## src/rtl/count_mon_pkg.sv

```systemverilog
`default_nettype none
// +-----------------------------------------------------------------------+
// | count_mon_pkg : shared FSM encoding and saturation helpers            |
// | Revision 1.0                                                          |
// +-----------------------------------------------------------------------+
package count_mon_pkg;

    typedef enum logic [1:0] {
        ST_IDLE  = 2'd0,
        ST_TRACK = 2'd1,
        ST_ALARM = 2'd2
    } state_t;

    localparam logic signed [7:0] c_sat_max = 8'sh7f;
    localparam logic signed [7:0] c_sat_min = 8'sh80;

    // One wrap step; holds at the limits instead of rolling over.
    function automatic logic signed [7:0] sat_step(
        input logic signed [7:0] cur,
        input logic              inc,
        input logic              dec
    );
        if (inc && (cur != c_sat_max)) begin
            return cur + 8'sd1;
        end else if (dec && (cur != c_sat_min)) begin
            return cur - 8'sd1;
        end
        return cur;
    endfunction

endpackage
`default_nettype wire

```

## src/rtl/count_wrap_monitor_if.sv

```systemverilog
`default_nettype none
// +-----------------------------------------------------------------------+
// | count_wrap_monitor_if : counter sample in, wrap status out            |
// | Revision 1.0                                                          |
// +-----------------------------------------------------------------------+
interface count_wrap_monitor_if;
    import count_mon_pkg::*;

    logic [3:0]        q_in;
    logic              m_in;
    logic              clear;
    logic              ovf_pulse;
    logic              unf_pulse;
    logic signed [7:0] net_wraps;
    logic              alarm;

    modport master (
        output q_in, m_in, clear,
        input  ovf_pulse, unf_pulse, net_wraps, alarm
    );

    modport slave (
        input  q_in, m_in, clear,
        output ovf_pulse, unf_pulse, net_wraps, alarm
    );

endinterface
`default_nettype wire

```

## src/rtl/count_wrap_monitor_wrap_detect.sv

```systemverilog
`default_nettype none
// +-----------------------------------------------------------------------+
// | wrap_detect : previous-sample register and raw 15->0 / 0->15 flags    |
// | Revision 1.0                                                          |
// +-----------------------------------------------------------------------+
module wrap_detect
    import count_mon_pkg::*;
(
    input  wire logic       clk,
    input  wire logic       reset,
    input  wire logic       i_clear,
    input  wire logic [3:0] i_q,
    input  wire logic       i_m,
    output logic            o_ovf_raw,
    output logic            o_unf_raw
);

    logic [3:0] r_q_prev;

    always_ff @(posedge clk or negedge reset) begin
        if (!reset) begin
            r_q_prev <= 4'd0;
        end else if (i_clear) begin
            r_q_prev <= 4'd0;
        end else begin
            r_q_prev <= i_q;
        end
    end

    // Direction must agree with the wrap; a 15->0 seen while counting down is a jump.
    assign o_ovf_raw = (r_q_prev == 4'd15) && (i_q == 4'd0)  &&  i_m;
    assign o_unf_raw = (r_q_prev == 4'd0)  && (i_q == 4'd15) && !i_m;

endmodule
`default_nettype wire

```

## src/rtl/count_wrap_monitor.sv

```systemverilog
`default_nettype none
// +-----------------------------------------------------------------------+
// | count_wrap_monitor : wrap pulses, saturating net count, sticky alarm  |
// | Revision 1.0                                                          |
// +-----------------------------------------------------------------------+
module count_wrap_monitor
    import count_mon_pkg::*;
#(
    parameter int THRESH = 4
) (
    input  wire logic           clk,
    input  wire logic           reset,
    count_wrap_monitor_if.slave bus
);

    localparam logic signed [7:0] c_thresh_pos = 8'(THRESH);
    localparam logic signed [7:0] c_thresh_neg = -c_thresh_pos;

    state_t            r_state;
    logic              r_ovf;
    logic              r_unf;
    logic              r_alarm;
    logic signed [7:0] r_net;

    logic              w_ovf_raw;
    logic              w_unf_raw;
    logic              w_ovf;
    logic              w_unf;
    logic signed [7:0] w_net_next;
    logic              w_hit;

    wrap_detect u_wrap_detect (
        .clk       (clk),
        .reset     (reset),
        .i_clear   (bus.clear),
        .i_q       (bus.q_in),
        .i_m       (bus.m_in),
        .o_ovf_raw (w_ovf_raw),
        .o_unf_raw (w_unf_raw)
    );

    // q_prev is meaningless until one sample has been taken after reset/clear.
    assign w_ovf      = w_ovf_raw && (r_state != ST_IDLE);
    assign w_unf      = w_unf_raw && (r_state != ST_IDLE);
    assign w_net_next = sat_step(r_net, w_ovf, w_unf);
    assign w_hit      = (w_ovf || w_unf) &&
                        ((w_net_next == c_thresh_pos) || (w_net_next == c_thresh_neg));

    always_ff @(posedge clk or negedge reset) begin
        if (!reset) begin
            r_state <= ST_IDLE;
            r_ovf   <= 1'b0;
            r_unf   <= 1'b0;
            r_alarm <= 1'b0;
            r_net   <= 8'sd0;
        end else if (bus.clear) begin
            r_state <= ST_IDLE;
            r_ovf   <= 1'b0;
            r_unf   <= 1'b0;
            r_alarm <= 1'b0;
            r_net   <= 8'sd0;
        end else begin
            r_ovf <= w_ovf;
            r_unf <= w_unf;
            r_net <= w_net_next;
            case (r_state)
                ST_IDLE: begin
                    r_state <= ST_TRACK;
                    r_alarm <= 1'b0;
                end
                ST_TRACK: begin
                    if (w_hit) begin
                        r_state <= ST_ALARM;
                        r_alarm <= 1'b1;
                    end
                end
                ST_ALARM: begin
                    r_alarm <= 1'b1;
                end
                default: begin
                    r_state <= ST_IDLE;
                    r_alarm <= 1'b0;
                end
            endcase
        end
    end

    assign bus.ovf_pulse = r_ovf;
    assign bus.unf_pulse = r_unf;
    assign bus.net_wraps = r_net;
    assign bus.alarm     = r_alarm;

endmodule
`default_nettype wire

```

## src/flat_wrapper.sv

```systemverilog
// flat-port wrapper written by rule: the top's interface ports become plain ports
module count_wrap_monitor_flat import count_mon_pkg::*;
#(
    parameter int THRESH = 4
)
  (clk, reset, bus_q_in, bus_m_in, bus_clear, bus_ovf_pulse, bus_unf_pulse, bus_net_wraps, bus_alarm);
  count_wrap_monitor_if bus_i ();
  input  wire logic clk;
  input  wire logic reset;
  input wire logic [$bits(bus_i.q_in)-1:0] bus_q_in;
  input wire logic [$bits(bus_i.m_in)-1:0] bus_m_in;
  input wire logic [$bits(bus_i.clear)-1:0] bus_clear;
  output wire logic [$bits(bus_i.ovf_pulse)-1:0] bus_ovf_pulse;
  output wire logic [$bits(bus_i.unf_pulse)-1:0] bus_unf_pulse;
  output wire logic [$bits(bus_i.net_wraps)-1:0] bus_net_wraps;
  output wire logic [$bits(bus_i.alarm)-1:0] bus_alarm;
  assign bus_i.q_in = bus_q_in;
  assign bus_i.m_in = bus_m_in;
  assign bus_i.clear = bus_clear;
  assign bus_ovf_pulse = bus_i.ovf_pulse;
  assign bus_unf_pulse = bus_i.unf_pulse;
  assign bus_net_wraps = bus_i.net_wraps;
  assign bus_alarm = bus_i.alarm;
  count_wrap_monitor #(.THRESH(THRESH)) u_core (.clk(clk), .reset(reset), .bus(bus_i));
endmodule
```

## config.mk

```make
export PLATFORM = sky130hd
export DESIGN_NAME = count_wrap_monitor_flat
export DESIGN_NICKNAME = d
export VERILOG_FILES = /design/src/rtl/count_mon_pkg.sv /design/src/rtl/count_wrap_monitor_if.sv /design/src/rtl/count_wrap_monitor_wrap_detect.sv /design/src/rtl/count_wrap_monitor.sv /design/src/flat_wrapper.sv
export SDC_FILE = /design/constraint.sdc
export NUM_CORES = 1
export LEC_CHECK = 0
export CAP_MARGIN = 30
export CORE_MARGIN = 2
export CORE_UTILIZATION = 50
export CTS_CLUSTER_DIAMETER = 120
export DETAILED_ROUTE_END_ITERATION = 10
export PLACE_DENSITY = 0.81
export RECOVER_POWER = 50
export SLEW_MARGIN = 5
export SYNTH_ARGS = -nofsm -noshare
export SYNTH_HDL_FRONTEND = slang
export SYNTH_HIERARCHICAL = 1
export SYNTH_SLANG_ARGS = --single-unit
```

## constraint.sdc

```tcl
create_clock -name clk -period 3.96 [get_ports clk]
set_input_delay 0.594 -clock clk [delete_from_list [all_inputs] [get_ports clk]]
set_output_delay 0.594 -clock clk [all_outputs]
set_load 0.1 [all_outputs]
```

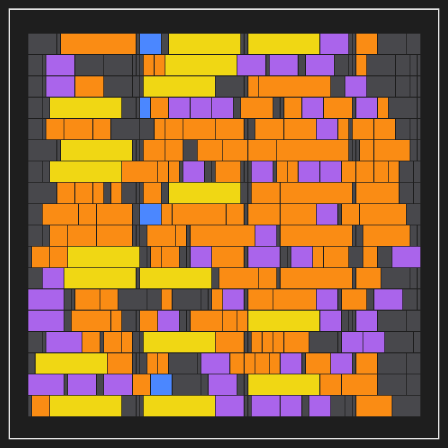
Fig. 1. Cell classes on the final placement.
Fill, decap, tap and diode cells in gray.
color	class	cells	share of their area
orange	remaining logic cells	116	54%
purple	remaining buffers and delay cells	46	22%
blue	clock drivers and dummy loads	4	1.4%
yellow	registers	17	23%
core box area: 0.00245 mm²
sequential fraction of total cell area: 22.6%

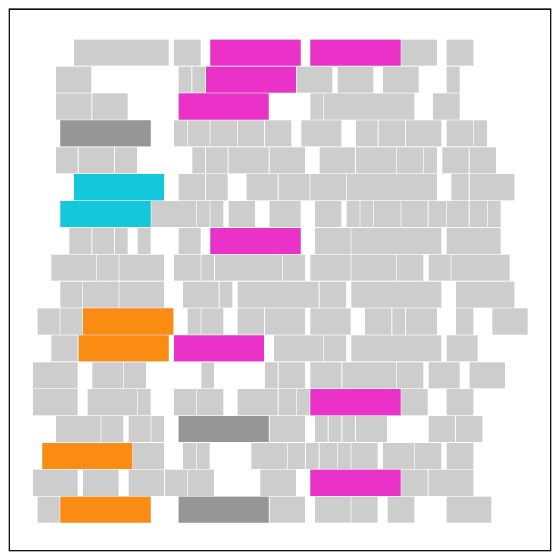
Fig. 2. Sequential cells colored by netlist name.
Other sequential cells in the stronger gray, the rest of the logic in the fainter gray.
color	signal	sequential cells
magenta	u_core/bus.net_wraps	8
orange	u_core/u_wrap_detect/r_q_prev	4
cyan	u_core/r_state	2
not colored	3

==> flow_metrics.env <==
# yosys + openroad results
export IMPL_run_status="completed"
export IMPL_tritoncts_num_buffers=3
export IMPL_detail_route_wl_per_cell_um=16.7
export IMPL_worst_setup_path_start_kind="primary input"
export IMPL_per_instance_average_area_after_synthesis_um2=9.64
export IMPL_worst_r2r_setup_slack_ns=0.55
export IMPL_ys_cells=133
export IMPL_synthMuxAreaShare_pct=7.22
export IMPL_clk_path_buf_depth=2
export IMPL_synth_flop_count=17
export IMPL_clockRootBuffer="clkbuf_4"
export IMPL_top_level_ports=19
export IMPL_post_synth_ao_oa_area_fraction_pct=16.1
export IMPL_f_max_mhz=268
export IMPL_ys_top_cells_by_count="dfrtp_1, nor2_1, ha_1, inv_1, nand2b_1"
export IMPL_worst_slew_pin_transition_ns=0.973
export IMPL_worst_hold_path_num_cells=2
export IMPL_type_of_the_tightest_min_delay_check="reg2reg"
export IMPL_slew_violations=0
export IMPL_post_synth_instance_area_mm2=0.00128
export IMPL_edf_count=0
export IMPL_grt_pass1_vias=1142
export IMPL_final_layout_size_suffix_gt1_share_pct=32.8
export IMPL_yosys_cell_types_count=43
export IMPL_finalCritPeriodShare_pct=94.1
export IMPL_ys_sh_adder_pct=11.3
export IMPL_warning_total_across_the_stage_logs=29
export IMPL_antenna_found_initial=0
export IMPL_static_leakage_power_uw=0.000838
export IMPL_ys_sh_simple_pct=27.2
export IMPL_remaining_drc_errors=0
export IMPL_die_width_um=54.6
export IMPL_average_vias_per_placed_instance=5.70
export IMPL_synth_top_cell_by_area="dfrtp_1"
export IMPL_final_core_utilization_pct=76.7
export IMPL_post_dp_hpwl_um=2340
export IMPL_slew_limit_headroom_pct=34.9
export IMPL_hold_buffers=0
export IMPL_worst_endpoint_arrival_ns=3.95
export IMPL_gr_total_overflow=0
export IMPL_xors_xnors_by_area_pct=2.05
export IMPL_synth_net_count=152
export IMPL_clk_insertion_delay_late_ns=0.30
export IMPL_critPathMaxFanout=5
export IMPL_antenna_cells=0
export IMPL_grt_pass1_wl_um=5090
export IMPL_cts_tree="done"
export IMPL_layout_filler_cells=157
export IMPL_violation_count_after_the_first_detailed_route_iteration=20
export IMPL_worst_r2r_cell_count=18
export IMPL_cap_viol_max_count=0
export IMPL_fin_worst_hold_slack_ns=0.554
export IMPL_power_density_mw_per_mm2=247
export IMPL_syn_inst=133
export IMPL_die_h_um=54.6
export IMPL_timing_critical_path_to_type="flip-flop"
export IMPL_worst_ir_drop_vdd_mv=0.358
export IMPL_synth_async_sr_flop_share_pct=100
export IMPL_ant_nets=0
export IMPL_globalplace_congestion=0.817
export IMPL_die_area_mm2=0.00299
export IMPL_criticalPathCategory="in2reg"
export IMPL_setup_viol=0
export IMPL_placement_rows=18
export IMPL_area_leaders="dfrtp_1, ha_1, mux2i_1"
export IMPL_yosys_most_used_dff="dfrtp_1"
export IMPL_synth_top_area_share_pct=33.2
export IMPL_level_count_of_the_clock_h_tree=1
export IMPL_final_period_minus_worst_setup_slack_ns=3.73
export IMPL_area_delta_synth_final_pct=46.8
export IMPL_grt_setup_unrepaired="no"
export IMPL_endpoint_required_time_on_the_critical_path_ns=4.18
export IMPL_yosys_stat_area_mm2=0.00128
export IMPL_setup_tns_ns=0
export IMPL_yosys_warnings=6
export IMPL_cts_clk_slew_worst_paths_ns=0.09
export IMPL_clkSinkCount=17
export IMPL_logic_family="simple AND/OR/NAND/NOR gates"
export IMPL_dpl_cell_area_mm2=0.00165
export IMPL_worst_setup_skew_after_layout_ns=0.00119
export IMPL_initial_utilization_pct=52.2
export IMPL_stdcell_area_mm2=0.00188
export IMPL_yosys_cell_count_top_type="dfrtp_1"
export IMPL_seq_area_frac_synth_pct=33.2
export IMPL_grt_max_degree=21
export IMPL_io_buffers=18
export IMPL_finalHoldViolations=0
export IMPL_layout_nets=203
export IMPL_drt_pre_antenna_iters=4
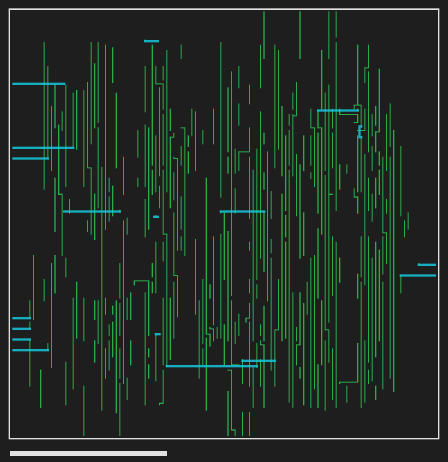
Fig. 3. Routed metal, one color a layer.
Bar = 20 µm. Two of the layers only.
color	layer	wire length
green	M2	1950 µm
cyan	M3	72.6 µm
GRT Util Overall: 23.7%
vias after detailed routing: 1215
total routed wirelength: 3560 µm

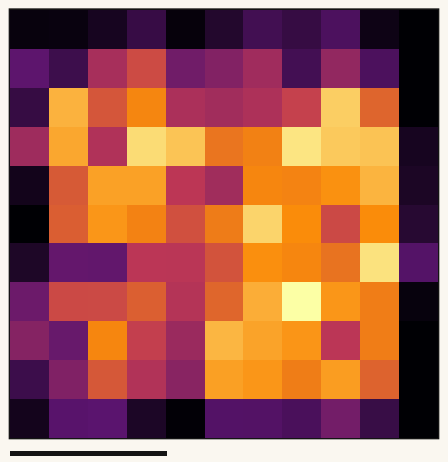
Fig. 4. Signal metal coverage by tile.
Bar = 20 µm. 11 x 11 tiles, from black (low) to pale yellow (high), scaled to the fullest tile. Values are wire area over tile area, all layers added.
fullest tile	0.40
mean over tiles	0.18
tiles over half the peak	46%
densest ninth of the die	center
nearly empty tiles	7.4%

==> per-layer routing <==
metal / share of wire (%) / GRT usage [%] / vias up / wire length, µm
li1: - / - / 583 / -
met1: 42 / 27.4 / 605 / 1480
met2: 55 / 44.2 / 22 / 1950
met3: 2.0 / 1.91 / 5 / 72
met4: 1.5 / 9.58 / 0 / 53
met5: 0 / 0 / - / 0
==> cells in the final DEF, fill, tap and decap left out, drive strengths merged, types with 2 or more instances in the layout <==
cell type	count
a41o	2
nor2	14
dlygate4sd3	2
clkbuf	4
nor3b	3
o21bai	2
mux2	2
dfrtp	17
inv	9
o311ai	2
a21oi	4
dlymetal6s2s	4
ha	10
and2	2
nand2	8
nand4b	2
o21ai	3
buf	28
nor4	2
a211oi	3
nand4	3
mux2i	7
xnor2	3
clkdlybuf4s50	12
nand2b	10
nor2b	7
o21a	2
==> flip-flops by register name, indices dropped and copies added (netlist names) <==
signal / count
u_core/r_state: 2
u_core/bus.ovf_pulse: 1
u_core/u_wrap_detect/r_q_prev: 4
u_core/bus.unf_pulse: 1
u_core/bus.net_wraps: 8
u_core/bus.alarm: 1
==> per-stage QoR <==
stage	setup slack (ns)	std cells	total power [µW]
2_1_floorplan	0.198	133	314
3_3_place_gp	-0.244	200	353
3_5_place_dp	-0.386	200	360
4_1_cts	0.00607	204	463
5_1_grt	0.0791	213	492
6_report	0.233	213	465
==> critical path, cell delays in order <==
cell and delay, ns:
dlymetal6s2s_1 0.13, or4b_4 0.52, nor4_1 0.21, nand2b_1 0.14
o21bai_4 0.25, buf_4 0.17, ha_4 0.16, a211oi_2 0.27
nor2_1 0.11, o22ai_2 0.17, mux2i_1 0.24, xnor2_1 0.11
or3_4 0.42, o221ai_4 0.21, mux2i_1 0.21
==> worst paths after layout <==
check                                       start                               end
worst max-delay path                  bus_q_in[3]                 u_core/r_state[1]
worst min-delay path             u_core/bus.alarm                  u_core/bus.alarm
worst max register to register  u_core/r_state[1]                 u_core/r_state[1]
worst min register to register   u_core/bus.alarm                  u_core/bus.alarm
max in group asynchronous                   reset           u_core/bus.net_wraps[4]
min in group asynchronous                   reset  u_core/u_wrap_detect/r_q_prev[0]
==> logic make-up after synthesis <==
group                    after synthesis
AND/OR/NAND/NOR                       58
AND-OR/OR-AND                         25
flip-flops                            17
adder cells (fa/ha/maj)               11
buffers and inverters                 10
multiplexers                           9
XOR/XNOR                               3
==> cell type report <==
class / count / area [µm²] / area share, %
Multi-Input combinational cell: 107 / 956 / 50.8
Sequential cell: 17 / 425 / 22.6
Timing Repair Buffer: 46 / 404 / 21.5
Tap cell: 30 / 37.5 / 1.99
Inverter: 9 / 33.8 / 1.79
Clock buffer: 4 / 26.3 / 1.40
==> power by group <==
group          switching (µW)  internal [µW]  total [µW]
Sequential               12.2            188         200
Combinational            98.9           72.6         171
Clock                    53.8           39.3        93.2
==> what timing repair did <==
action	4_1_cts	5_1_grt
gates cloned	0	1
buffers inserted	0	8
pin swaps	0	15
hold endpoints to repair	0	0
resized	3	27
setup endpoints to repair	3	3
Power and IR drop assume default switching activity.
